--- src/rtl/decoder_ld_r_n_seq.sv ---
// ---------------------------------------------------------------------------
// decoder_ld_r_n_seq
//
// Sequenced decoder for the LD r,n instruction class. An accepted opcode
// latches the register-select field from ITABLE, holds operand fetch until
// the immediate byte arrives, then writes it to a one-hot register port
// (or, when LD_MEM_EN is defined, to memory for the (HL) code), and finally
// pulses the end-of-instruction controls for one cycle.
//
// Optional feature macro: LD_MEM_EN
//   defined   : code 2**SEL_W-2 goes through WRITE_MEM with a mem_ready handshake
//   undefined : code 2**SEL_W-2 writes A; Mem_Write / Mem_Data tied 0
//
// Ports:
//   CLK, RESET        clock, synchronous active-high reset
//   enable            opcode matched (sampled in IDLE only)
//   ITABLE            current instruction byte (select field source)
//   flush             synchronous abort to IDLE
//   operand_valid     immediate byte present on operand
//   operand           immediate byte
//   mem_ready         memory accepted write (LD_MEM_EN only)
//   PR_Write/PR_Data  one-hot register write strobe and write data
//   PR_InvertIn       high with writes to A, B, D, H
//   Pa_Ophd           operand-fetch hold (FETCH)
//   P2_Set_CM1, P2_Reset_ITABLE, PR_Reset_XPT  end-of-instruction pulses
//   Mem_Write/Mem_Data  memory write request and data
//   timeout           one-cycle pulse after an operand-fetch abort
//   busy              state != IDLE
// ---------------------------------------------------------------------------
module decoder_ld_r_n_seq #(
    parameter int unsigned DATA_W   = 8,
    parameter int unsigned SEL_W    = 3,
    parameter int unsigned SEL_LSB  = 0,
    parameter int unsigned WAIT_MAX = 15
) (
    input  logic                  CLK,
    input  logic                  RESET,
    input  logic                  enable,
    input  logic [7:0]            ITABLE,
    input  logic                  flush,
    input  logic                  operand_valid,
    input  logic [DATA_W-1:0]     operand,
    input  logic                  mem_ready,
    output logic [2**SEL_W-1:0]   PR_Write,
    output logic [DATA_W-1:0]     PR_Data,
    output logic                  PR_InvertIn,
    output logic                  Pa_Ophd,
    output logic                  P2_Set_CM1,
    output logic                  P2_Reset_ITABLE,
    output logic                  PR_Reset_XPT,
    output logic                  Mem_Write,
    output logic [DATA_W-1:0]     Mem_Data,
    output logic                  timeout,
    output logic                  busy
);

    localparam int unsigned      S         = 2 ** SEL_W;
    localparam logic [SEL_W-1:0] SEL_A     = SEL_W'(S - 1);
    localparam logic [SEL_W-1:0] SEL_HL    = SEL_W'(S - 2);
    localparam logic [7:0]       WAIT_LAST = 8'(WAIT_MAX - 1);

    localparam logic [2:0] ST_IDLE      = 3'd0;
    localparam logic [2:0] ST_FETCH     = 3'd1;
    localparam logic [2:0] ST_WRITE_REG = 3'd2;
`ifdef LD_MEM_EN
    localparam logic [2:0] ST_WRITE_MEM = 3'd3;
`endif
    localparam logic [2:0] ST_DONE      = 3'd4;

    logic [2:0]        state_q,   state_d;
    logic [SEL_W-1:0]  sel_q,     sel_d;
    logic [DATA_W-1:0] operand_q, operand_d;
    logic [7:0]        cnt_q,     cnt_d;
    logic              timeout_q, timeout_d;
    logic [SEL_W-1:0]  sel_eff;

    // Only the select field of ITABLE is decoded here.
    logic unused_itable;
    assign unused_itable = ^ITABLE;

`ifndef LD_MEM_EN
    logic unused_mem_ready;
    assign unused_mem_ready = mem_ready;
`endif

    // Next-state logic; flush overrides everything except RESET.
    always_comb begin
        state_d   = state_q;
        sel_d     = sel_q;
        operand_d = operand_q;
        cnt_d     = cnt_q;
        timeout_d = 1'b0;
        if (flush) begin
            state_d = ST_IDLE;
        end else begin
            case (state_q)
                ST_IDLE: begin
                    if (enable) begin
                        sel_d   = ITABLE[SEL_LSB +: SEL_W];
                        cnt_d   = '0;
                        state_d = ST_FETCH;
                    end
                end
                ST_FETCH: begin
                    if (operand_valid) begin
                        operand_d = operand;
`ifdef LD_MEM_EN
                        state_d = (sel_q == SEL_HL) ? ST_WRITE_MEM : ST_WRITE_REG;
`else
                        state_d = ST_WRITE_REG;
`endif
                    end else if (cnt_q == WAIT_LAST) begin
                        timeout_d = 1'b1;
                        state_d   = ST_IDLE;
                    end else begin
                        cnt_d = cnt_q + 8'd1;
                    end
                end
                ST_WRITE_REG: state_d = ST_DONE;
`ifdef LD_MEM_EN
                ST_WRITE_MEM: begin
                    if (mem_ready) begin
                        state_d = ST_DONE;
                    end
                end
`endif
                ST_DONE: state_d = ST_IDLE;
                default: state_d = ST_IDLE;
            endcase
        end
    end

    always_ff @(posedge CLK) begin
        if (RESET) begin
            state_q   <= ST_IDLE;
            sel_q     <= '0;
            operand_q <= '0;
            cnt_q     <= '0;
            timeout_q <= 1'b0;
        end else begin
            state_q   <= state_d;
            sel_q     <= sel_d;
            operand_q <= operand_d;
            cnt_q     <= cnt_d;
            timeout_q <= timeout_d;
        end
    end

    // Without the memory path the (HL) code falls back to the legacy A decode.
    always_comb begin
`ifdef LD_MEM_EN
        sel_eff = sel_q;
`else
        sel_eff = (sel_q == SEL_HL) ? SEL_A : sel_q;
`endif
    end

    // All outputs decode registered state only.
    always_comb begin
        PR_Write    = '0;
        PR_Data     = '0;
        PR_InvertIn = 1'b0;
        if (state_q == ST_WRITE_REG) begin
            PR_Write[sel_eff] = 1'b1;
            PR_Data           = operand_q;
            // A, and the high half (even code) of each register pair.
            PR_InvertIn       = (sel_eff == SEL_A) || (!sel_eff[0] && (sel_eff < SEL_HL));
        end
    end

    assign Pa_Ophd         = (state_q == ST_FETCH);
    assign P2_Set_CM1      = (state_q == ST_DONE);
    assign P2_Reset_ITABLE = (state_q == ST_DONE);
    assign PR_Reset_XPT    = (state_q == ST_DONE);
    assign timeout         = timeout_q;
    assign busy            = (state_q != ST_IDLE);

`ifdef LD_MEM_EN
    assign Mem_Write = (state_q == ST_WRITE_MEM);
    assign Mem_Data  = (state_q == ST_WRITE_MEM) ? operand_q : '0;
`else
    assign Mem_Write = 1'b0;
    assign Mem_Data  = '0;
`endif

endmodule

--- config.mk ---
export PLATFORM = sky130hd
export DESIGN_NAME = decoder_ld_r_n_seq
export DESIGN_NICKNAME = d
export VERILOG_FILES = /design/src/rtl/decoder_ld_r_n_seq.sv
export SDC_FILE = /design/constraint.sdc
export NUM_CORES = 1
export LEC_CHECK = 0
export CAP_MARGIN = 20
export CORE_MARGIN = 4
export CORE_UTILIZATION = 44
export CTS_BUF_LIST = sky130_fd_sc_hd__clkbuf_4 sky130_fd_sc_hd__clkbuf_8
export CTS_CLUSTER_SIZE = 28
export DETAILED_ROUTE_END_ITERATION = 7
export PLACE_DENSITY = 0.83
export SYNTH_ARGS = -nofsm -noshare
export SYNTH_HDL_FRONTEND = slang
export SYNTH_SLANG_ARGS = --single-unit
--- constraint.sdc ---
create_clock -name CLK -period 2.4 [get_ports CLK]
set_input_delay 0.36 -clock CLK [delete_from_list [all_inputs] [get_ports CLK]]
set_output_delay 0.36 -clock CLK [all_outputs]
set_load 0.02 [all_outputs]
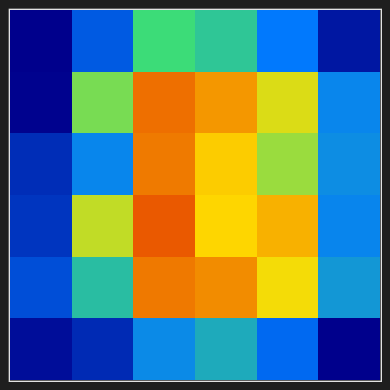
Run 1: placement density heat map
Scale: 6 px per µm. 6 x 6 tiles, from dark blue (low) to red (high), 0 to 100% covered.
fullest tile: 90%
densest ninth of the die: middle
nearly empty tiles: 8.3%
tiles over 75% full: 25%
mean over tiles: 43%
Core Box Area: 2758 µm²
FP Util: 0.4610
Layout Utilization: 0.6098

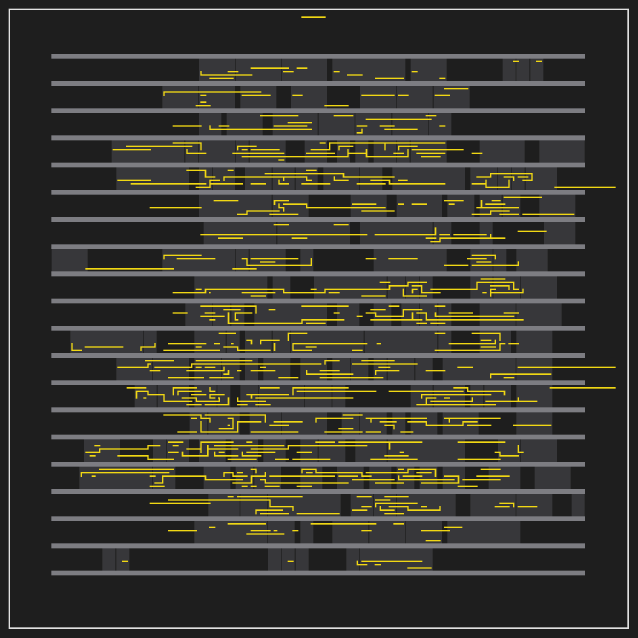
Run 1: metal 1
Scale: 10 px per µm. Supply wires on this layer in grey.
longest straight run: 16.6 µm
nets with wire on the layer: 176
wire length on this layer: 1190 µm
main direction: horizontal
share of all routed wire: 40%

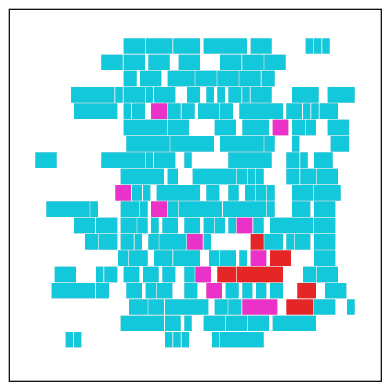
Run 1: cells by drive strength
Scale: 6 px per µm.
legend:
  cyan:
    size: _0 and _1 cells
    cells: 171
    share: 91%
    most_used: clkdlybuf4s50_1
  magenta:
    size: _3 and _4 cells
    cells: 10
    share: 5.3%
    most_used: buf_4
  red:
    size: _2 cells
    cells: 6
    share: 3.2%

run 1: cell families (layout without fill, tap and decap cells):
family | Yosys count | after routing
AND-OR/OR-AND | 22 | 22
buffers and inverters | 22 | 51
flip-flops | 23 | 23
adder cells (fa/ha/maj) | 2 | 2
multiplexers | 10 | 10
other | 1 | 10
AND/OR/NAND/NOR | 69 | 69
run 1: report_power, final:
group	total [mW]	internal, mW	switching [mW]
Clock	0.192	0.0762	0.116
Sequential	0.396	0.388	0.00820
Combinational	0.0965	0.0441	0.0525
Total	0.685	0.508	0.176
run 1: worst max-delay path, delay by kind of cell (launching register included):
family                 cells  cell delay [ps]
buffers and inverters      2              730
flip-flops                 1              500
AND/OR/NAND/NOR            1              410
run 1: flip-flops by register name, indices dropped and copies added (netlist names):
| signal | flops |
|---|---|
| sel_q | 3 |
| cnt_q | 8 |
| state_q | 3 |
| timeout | 1 |
| operand_q | 8 |
run 1: repair_timing:
| action | 4_1_cts | 5_1_grt |
|---|---|---|
| endpoints found under the hold margin | 0 | 0 |
| resized | 6 | 8 |
| pin swaps | 0 | 0 |
| setup endpoints to repair | 15 | 8 |
| hold buffers | 0 | 0 |
run 1: path summary, 6_finish.rpt:
check / end / slack, ps / cells past startpoint
min: cnt_q[7]$_SDFFE_PP0P_ / 480 / 2
max reg2reg: operand_q[5]$_SDFFE_PP0P_ / 470 / 5
min reg2reg: cnt_q[7]$_SDFFE_PP0P_ / 480 / 2
max: Pa_Ophd / 90 / 3
run 1: layer usage:
metal  wire (µm)  vias up  share of wire
met4          42        0          0.014
met1        1193      551           0.40
met5           0        -              0
met3         213        6          0.072
li1            -      581              -
met2        1521       34           0.51
==> impl_metrics.ini, run 1 <==
; generated from flow reports
[run_status]
outcome = finished clean

[clock_network]
cts_setup_buffers = 0
numCtsBuffers = 3
cts_buffer_depth = 2

[global_routing]
grtUsageMet1 = 0.1888
grt_max_degree = 13

[sta]
fin_setup_tns_ps = 0
hold_ws_ps = 481.9
max_slew.worst_pin.slew_ps = 540.1
setup_ws_ps = 88.14
fin_crit_ps = 2312
rsz0062_at_grt = false

[power]
finalPower_uw = 684.7

[detailed_routing]
drtIter0Drc = 82

[logic_synthesis]
netlist_instances = 149
edf_count = 0
ys_seq_elements = 23

[final_layout]
final_cells = 218
comb_area_share = 0.4226
clkCellAreaFrac = 0.01786

[placement]
portBuffers = 37

[worst_setup_path]
crit_type = flip-flop to output port

[min_path]
min_from = cnt_q[7]$_SDFFE_PP0P_
Run 1, placement view:
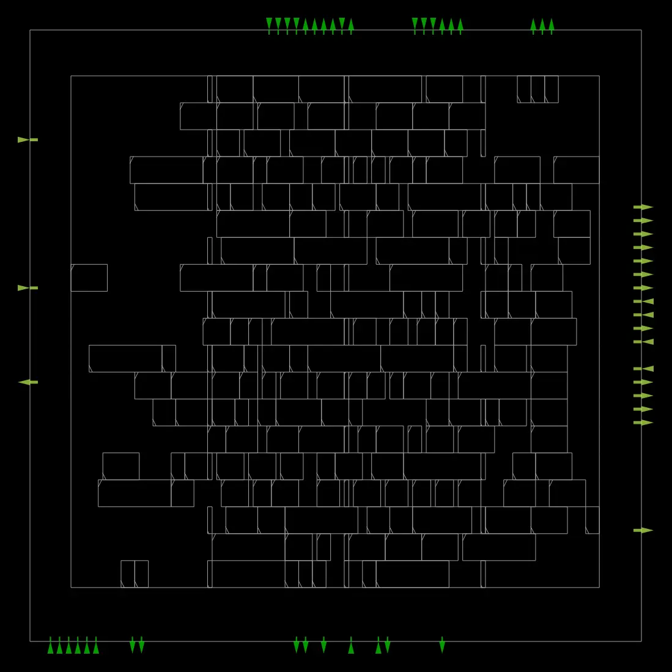

==> run 2: changes to the inputs <==
--- a/config.mk
+++ b/config.mk
@@ -11,7 +11,9 @@
 export CTS_BUF_LIST = sky130_fd_sc_hd__clkbuf_4 sky130_fd_sc_hd__clkbuf_8
 export CTS_CLUSTER_SIZE = 28
 export DETAILED_ROUTE_END_ITERATION = 7
+export MAX_ROUTING_LAYER = met4
 export PLACE_DENSITY = 0.83
+export SETUP_SLACK_MARGIN = 0.1
 export SYNTH_ARGS = -nofsm -noshare
 export SYNTH_HDL_FRONTEND = slang
 export SYNTH_SLANG_ARGS = --single-unit
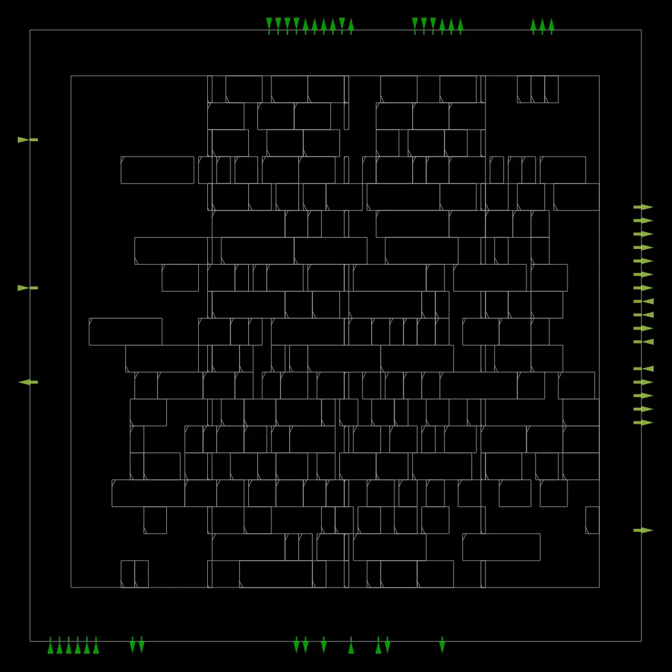
Run 2: placement view
final std cells w/o fill: 218
Layout Utilization: 0.6007

==> run 2 against run 1 <==
Net effect: flip-flop count unchanged; via count decreased by 0.85%; worst setup slack improved by 91 ps; wire length is 1.3% lower; maximum frequency rose by 4.1%; sequential power is essentially flat; combinational power fell by 0.9%; worst hold slack improved by 7.0 ps; critical path depth increased by 1; clock power decreased by 8%; clock skew down 7.8 ps; largest power group unchanged.
==> impl_metrics.ini, run 2 <==
; generated from flow reports
[run_status]
outcome = finished clean

[detailed_routing]
drc_errors = 0
drtAntennaViolNets = 0
drtIter0Drc = 43
highest_layer = met4
routed-wl-met2_um = 1458
met3_length_um = 174
wl_met1_um = 1257
first_pass_iters = 4

[clock_network]
cts_tree = done
cts_setup_buffers = 0
cts_hold_buf = 0
cts_buffer_depth = 2
numCtsBuffers = 3
post_cts_resized = 8

[worst_setup_path]
crit_type = flip-flop to output port
cp-endpoint = PR_Data[2]
r2r-end = operand_q[6]$_SDFFE_PP0P_
reg2reg_depth = 5
regToRegStartpoint = state_q[0]$_SDFFE_PP0P_
reg2reg_slack_ps = 520

[sta]
fin_crit_ps = 2221
max_slew.worst_pin.slew_ps = 531.0
relSlewSlack = 0.6410
hold_ws_ps = 488.9
rsz0062_at_grt = true
fin_setup_tns_ps = 0

[power]
p_sw_frac = 0.2618
pwr-share-comb = 0.143
finalPower_uw = 669.6
internal_power_uw = 494.3
p_seq_frac = 0.592
p_sw_uw = 175.3
clockPowerShare = 0.265

[min_path]
whs_path_depth = 2
hold_end = cnt_q[7]$_SDFFE_PP0P_
hp-class = flip-flop to flip-flop
min_from = cnt_q[7]$_SDFFE_PP0P_

[global_routing]
grtUsageMet1 = 0.1778
grt_max_degree = 14

[logic_synthesis]
netlist_instances = 149
ys_seq_elements = 23
edf_count = 0
top_area_frac = 0.3622

[floorplan]
fp_util = 0.4610
core_region_area_um2 = 2758

[run]
cap_violations = 0

[placement]
portBuffers = 37
hpwl_um = 2317

[final_layout]
reg.largest.list = cnt_q x8, operand_q x8
## run 2: cell type report
cell class | count | area (µm²) | area share
well taps | 31 | 38.79 | 0.02341
clock inverters | 1 | 5.005 | 0.003021
clock buffers | 3 | 22.52 | 0.01360
inverters | 5 | 18.77 | 0.01133
multi-input cells | 113 | 710.7 | 0.4290
repair buffers | 42 | 397.9 | 0.2402
flip-flops and latches | 23 | 462.9 | 0.2795
## run 2: per-stage QoR
| stage | setup WS (ps) | area (µm²) |
|---|---|---|
| 2_1_floorplan | 397.5 | 1305 |
| 3_3_place_gp | 221.8 | 1632 |
| 3_5_place_dp | 198.6 | 1632 |
| 4_1_cts | 115.2 | 1660 |
| 5_1_grt | 22.47 | 1657 |
| 6_report | 179.1 | 1657 |
## run 2: power groups by stage
| stage | Combinational (mW) | Clock, mW | Sequential [mW] |
|---|---|---|---|
| 6_report | 0.0956 | 0.177 | 0.397 |
| 3_3_place_gp | 0.0934 | 0 | 0.404 |
| 2_1_floorplan | 0.0670 | 0 | 0.402 |
| 3_5_place_dp | 0.0951 | 0 | 0.405 |
| 5_1_grt | 0.103 | 0.206 | 0.398 |
| 4_1_cts | 0.0953 | 0.185 | 0.397 |
## run 2: cell families (layout without fill, tap and decap cells)
| kind of cell | count (synthesis) | count (layout) | share of synthesized area |
|---|---|---|---|
| AOI/OAI and AO/OA | 22 | 22 | 0.1122 |
| and+or+nand+nor | 69 | 69 | 0.3150 |
| other | 1 | 10 | 0.002950 |
| buffers and inverters | 22 | 51 | 0.1092 |
| muxes | 10 | 10 | 0.07874 |
| DFF | 23 | 23 | 0.3622 |
| adders and majority gates | 2 | 2 | 0.01968 |
## run 2: worst max-delay path: stages (launching register included)
cell and delay [ps]:
dfxtp_2 400, nor3b_2 240, buf_4 180, and2_1 130, clkdlybuf4s50_1 600
No activity file was given, so power comes from the tool's default toggle rates.
